route_heat.png
(2 px per um) The die is cut into 22 by 22 equal tiles; dark purple is low, yellow is high, scaled to the fullest tile. Values are wire area over tile area, all layers added.
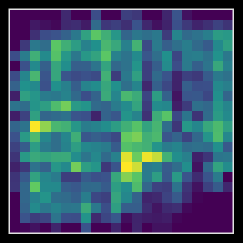
placed.png
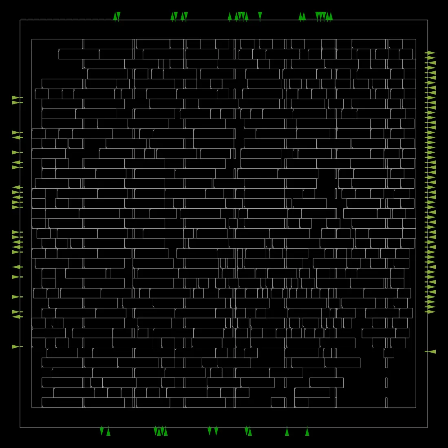
layers.png
(3 px per um) Two of the layers only.
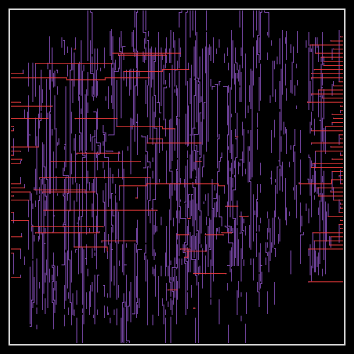
==> src/rtl/spi_pixel_sequencer.sv <==
// System-clock-side sequencer for the SPI pixel port: synchronises the SPI core flags,
// hands received pixels to the datapath and streams queued results back as transmit words.
module spi_pixel_sequencer #(
  parameter int MAX_PIXEL_BITS = 24,
  parameter int SYNC_STAGES    = 2,
  parameter int FIFO_DEPTH     = 4
) (
  input  logic                      clk_i,
  input  logic                      nreset_i,
  input  logic                      spi_cs_i,
  input  logic                      spi_done_i,
  input  logic [MAX_PIXEL_BITS-1:0] spi_rx_data_i,
  output logic [MAX_PIXEL_BITS-1:0] spi_tx_data_o,
  output logic                      px_valid_o,
  output logic [MAX_PIXEL_BITS-1:0] px_data_o,
  input  logic                      px_ready_i,
  input  logic                      res_valid_i,
  input  logic [MAX_PIXEL_BITS-1:0] res_data_i,
  output logic                      res_ready_o,
  output logic                      frame_start_o,
  output logic                      busy_o,
  output logic                      overrun_o,
  output logic                      underrun_o
);

  localparam int AW = $clog2(FIFO_DEPTH);
  localparam logic [AW:0] PTR_ONE = (AW+1)'(1);

  typedef enum logic [1:0] {IDLE, ACTIVE, CAPTURE} state_e;

  // Handshakes: a pixel transfers on a clock edge where px_valid_o && px_ready_i,
  // a result transfers where res_valid_i && res_ready_o; valid never drops without a transfer.
  state_e                    state_q, state_d;
  logic [SYNC_STAGES-1:0]    cs_sync_q, done_sync_q;
  logic                      cs_prev_q, done_prev_q;
  logic [MAX_PIXEL_BITS-1:0] fifo_q [FIFO_DEPTH];
  logic [AW:0]               wr_ptr_q, wr_ptr_d, rd_ptr_q, rd_ptr_d;
  logic [MAX_PIXEL_BITS-1:0] tx_q, tx_d, px_data_q, px_data_d;
  logic                      px_valid_q, px_valid_d;
  logic                      frame_start_q, frame_start_d;
  logic                      overrun_q, overrun_d, underrun_q, underrun_d;
  logic                      res_ready_q, res_ready_d;

  logic cs_n_s, done_s, cs_fall, cs_rise, done_rise;
  logic fifo_empty, fifo_full, push, full_nxt, empty_nxt;

  assign cs_n_s    = cs_sync_q[SYNC_STAGES-1];
  assign done_s    = done_sync_q[SYNC_STAGES-1];
  assign cs_fall   = cs_prev_q & ~cs_n_s;
  assign cs_rise   = ~cs_prev_q & cs_n_s;
  assign done_rise = done_s & ~done_prev_q;

  assign fifo_empty = (wr_ptr_q == rd_ptr_q);
  assign fifo_full  = (wr_ptr_q[AW] != rd_ptr_q[AW]) && (wr_ptr_q[AW-1:0] == rd_ptr_q[AW-1:0]);
  assign push       = res_valid_i && res_ready_q;

  always_comb begin
    state_d       = state_q;
    tx_d          = tx_q;
    px_valid_d    = px_valid_q;
    px_data_d     = px_data_q;
    frame_start_d = 1'b0;
    overrun_d     = overrun_q;
    underrun_d    = underrun_q;
    wr_ptr_d      = push ? wr_ptr_q + PTR_ONE : wr_ptr_q;
    rd_ptr_d      = rd_ptr_q;
    if (px_valid_q && px_ready_i) px_valid_d = 1'b0;
    case (state_q)
      IDLE: begin
        if (cs_fall) begin
          state_d       = ACTIVE;
          frame_start_d = 1'b1;
          tx_d          = '0;
          overrun_d     = 1'b0;
          underrun_d    = 1'b0;
          // Flush by catching up with the writer, so a push on this same edge survives.
          rd_ptr_d      = wr_ptr_q;
        end
      end
      ACTIVE: begin
        if (done_rise)    state_d = CAPTURE;
        else if (cs_rise) state_d = IDLE;
      end
      CAPTURE: begin
        if (!px_valid_q) begin
          px_data_d  = spi_rx_data_i;
          px_valid_d = 1'b1;
        end else begin
          overrun_d  = 1'b1;
        end
        if (!fifo_empty) begin
          tx_d     = fifo_q[rd_ptr_q[AW-1:0]];
          rd_ptr_d = rd_ptr_q + PTR_ONE;
        end else begin
          tx_d       = '0;
          underrun_d = 1'b1;
        end
        // Level test also catches a CS release that coincided with the done edge.
        state_d = cs_n_s ? IDLE : ACTIVE;
      end
      default: state_d = IDLE;
    endcase
    full_nxt    = (wr_ptr_d[AW] != rd_ptr_d[AW]) && (wr_ptr_d[AW-1:0] == rd_ptr_d[AW-1:0]);
    empty_nxt   = (wr_ptr_d == rd_ptr_d);
    // A full FIFO still accepts a word in the cycle it is guaranteed to pop.
    res_ready_d = !full_nxt || ((state_d == CAPTURE) && !empty_nxt);
  end

  always_ff @(posedge clk_i or negedge nreset_i) begin
    if (!nreset_i) begin
      state_q       <= IDLE;
      cs_sync_q     <= '1;
      done_sync_q   <= '0;
      cs_prev_q     <= 1'b1;
      done_prev_q   <= 1'b0;
      wr_ptr_q      <= '0;
      rd_ptr_q      <= '0;
      tx_q          <= '0;
      px_valid_q    <= 1'b0;
      px_data_q     <= '0;
      frame_start_q <= 1'b0;
      overrun_q     <= 1'b0;
      underrun_q    <= 1'b0;
      res_ready_q   <= 1'b0;
    end else begin
      state_q       <= state_d;
      cs_sync_q     <= {cs_sync_q[SYNC_STAGES-2:0], spi_cs_i};
      done_sync_q   <= {done_sync_q[SYNC_STAGES-2:0], spi_done_i};
      cs_prev_q     <= cs_n_s;
      done_prev_q   <= done_s;
      wr_ptr_q      <= wr_ptr_d;
      rd_ptr_q      <= rd_ptr_d;
      tx_q          <= tx_d;
      px_valid_q    <= px_valid_d;
      px_data_q     <= px_data_d;
      frame_start_q <= frame_start_d;
      overrun_q     <= overrun_d;
      underrun_q    <= underrun_d;
      res_ready_q   <= res_ready_d;
    end
  end

  always_ff @(posedge clk_i) begin
    if (push) fifo_q[wr_ptr_q[AW-1:0]] <= res_data_i;
  end

  assign spi_tx_data_o = tx_q;
  assign px_valid_o    = px_valid_q;
  assign px_data_o     = px_data_q;
  assign res_ready_o   = res_ready_q;
  assign frame_start_o = frame_start_q;
  assign busy_o        = (state_q != IDLE);
  assign overrun_o     = overrun_q;
  assign underrun_o    = underrun_q;

endmodule

==> config.mk <==
export PLATFORM = sky130hd
export DESIGN_NAME = spi_pixel_sequencer
export DESIGN_NICKNAME = d
export VERILOG_FILES = /design/src/rtl/spi_pixel_sequencer.sv
export SDC_FILE = /design/constraint.sdc
export NUM_CORES = 1
export LEC_CHECK = 0
export CAP_MARGIN = 40
export CORE_MARGIN = 3
export CORE_UTILIZATION = 56
export DETAILED_ROUTE_END_ITERATION = 7
export PLACE_DENSITY = 0.88
export SETUP_SLACK_MARGIN = 0.2
export SYNTH_ARGS = -nofsm -noshare
export SYNTH_HDL_FRONTEND = slang
export SYNTH_SLANG_ARGS = --single-unit
==> constraint.sdc <==
create_clock -name clk_i -period 3.3 [get_ports clk_i]
set_clock_uncertainty 0.1 [all_clocks]
set_input_delay 0.66 -clock clk_i [delete_from_list [all_inputs] [get_ports clk_i]]
set_output_delay 0.66 -clock clk_i [all_outputs]
set_load 0.05 [all_outputs]
==> impl_metrics.ini <==
; generated from flow reports
[outcome]
outcome = finished clean

[synth]
ys.flop_type = edfxtp_1
synthTopCellsByArea = edfxtp_1, dfrtp_1, mux4_2
syn_area_per_cell_sq_um = 19.4
netlist_area_sq_um = 6210
yosysTopAreaCell = edfxtp_1
compound_area_frac = 0.0627
simple_gate_area_frac = 0.0238
syn_nets = 379
ys_async_sr_fraction = 0.411
postSynthCellCount = 320
top_cell_area_share = 0.464
synthTopLogicFamily = multiplexers
synthXorXnorAreaFrac = 0.0123
edf_count = 96
yosys_area_sq_um = 6210
ys_sh_mux = 0.137

[power_and_ir_drop]
p_switching_w = 0.00280
comb_power_share = 0.373
clockPowerShare = 0.239
largestPowerGroup = sequential cells
pg_comb_w = 0.00290
pg_clk_w = 0.00186
irDropWorstVdd_uv = 663
power_frac_seq = 0.388
p_seq_w = 0.00302

[clock_network]
postCtsHoldBufs = 0
clk_latency_ns = 0.53
post_cts_buffers = 0
cts-root-buf = clkbuf_8
cts_tree = yes
cts_resized = 0
clock-sinks = 163
clk_path_buf_depth = 2

[final_timing]
setup_tns_ns = 0
fmax_mhz = 363
hold_violations = 0
fin_ws_ns = 0.545
fin_hold_ws_ns = 0.149
slew-limit-headroom = 0.425
finalMaxSlewViolations = 0
rsz0062_at_grt = false
worstMarginPinSlew_ns = 0.863

[flow_run]
drv_cap = 0
openroad.warnings = 29

[drt]
finalWirelength_mm = 12.3
viasPerCell = 5.77
drt_pre_antenna_iters = 4
wl_per_cell_um = 20.9
ant_nets = 0
drc_errors = 0

[worst_setup_path]
cpLargestDelayFamily = buffers and inverters
reg2reg_from = rd_ptr_q[0]
cp-endpoint = busy_o
critPathMaxStageDelay_ns = 0.70
worstReg2RegEnd = res_ready_o
slowest_stage = clkdlybuf4s50_1
ff2ff_path_depth = 6
crit_buf_inv = 1
startpoint = state_q[0]
path_depth = 2
cp-start-kind = flip-flop
cp_max_fo = 9
required_ns = 2.54
path_cells = or2_2 > clkdlybuf4s50_1

[place]
pre_cts_slack_ns = 0.878
place.gp.congestion = 0.844
placed_cell_area_sq_um = 7460

[finish]
final_common_cell = clkdlybuf4s50_1
fin_nets = 500
final_cell_area_sq_um = 8030
utilization = 0.761
largest_reg_flops = 96
area_growth_syn_to_layout_pct = 29.3

[floorplan]
ios = 108
die_w_um = 111
num_rows = 37
dieArea_sq_um = 12400
die.size.y_um = 111

[grt]
globalRouteOverflowTotal = 0
grt_pass1_wl_mm = 19.9
grt_antenna_before_repair = 0
grt_usage = 0.210

[worst_hold_path]
worstHoldPathType = input pin to async pin
About route_heat.png:
The emptiest ninth of the die: lower right. The fullest tile reaches 0.47. 11% of the tiles are nearly empty. 22% of the tiles are over half the peak. The mean over all tiles is 0.16.

About placed.png:
Fillers: 603
Core Area: 10600 sq um

About layers.png:
Purple marks M2, wire length 6460 um. Red marks M3, wire length 889 um.

-- Yosys cell counts (2+ instances only) --
cell / n
xnor2_1: 2
nand2b_1: 2
clkbuf_1: 3
nor2_1: 6
buf_6: 3
o21ai_0: 3
dfrtp_1: 64
xnor2_2: 2
xor2_1: 3
mux2i_1: 2
a22o_1: 25
nor2b_1: 4
nand2_1: 5
edfxtp_1: 96
o211ai_1: 2
a211o_1: 2
ha_1: 5
and3_1: 4
mux4_2: 24
inv_1: 6
dfstp_2: 3
mux2_2: 25
buf_2: 7
-- layer usage --
layer  up-vias  track usage  routed length [um]
li1       1506            -                   -
met1      1743        0.259                4840
met2       139        0.361                6460
met3        15       0.0622                 889
met4         0       0.0665                 150
met5         -            0                   0
-- layout make-up --
cell class | count | area [sq um]
Multi-Input combinational cell | 135 | 1530
Inverter | 7 | 26.3
Timing Repair Buffer | 117 | 1170
Clock inverter | 13 | 135
Fill cell | 603 | 2530
Sequential cell | 163 | 4560
Tap cell | 136 | 170
Clock buffer | 19 | 432
-- worst register-to-register path: stages (launching register included) --
cell      delay, ns
dfrtp_2        0.61
buf_4          0.40
xor2_1         0.33
a211oi_1       0.09
a21o_1         0.20
mux2_1         0.32
o211ai_1       0.18
-- worst min-delay path by stage --
stage                         startpoint  slack, ns        endpoint  depth (start not counted)
after floorplan           done_sync_q[0]       0.23  done_sync_q[1]                          0
after global placement    done_sync_q[0]       0.24  done_sync_q[1]                          0
after detailed placement  done_sync_q[0]       0.24  done_sync_q[1]                          0
after CTS                       nreset_i       0.15   frame_start_o                          1
after global routing            nreset_i       0.19   frame_start_o                          1
final                           nreset_i       0.15    px_data_o[1]                          1
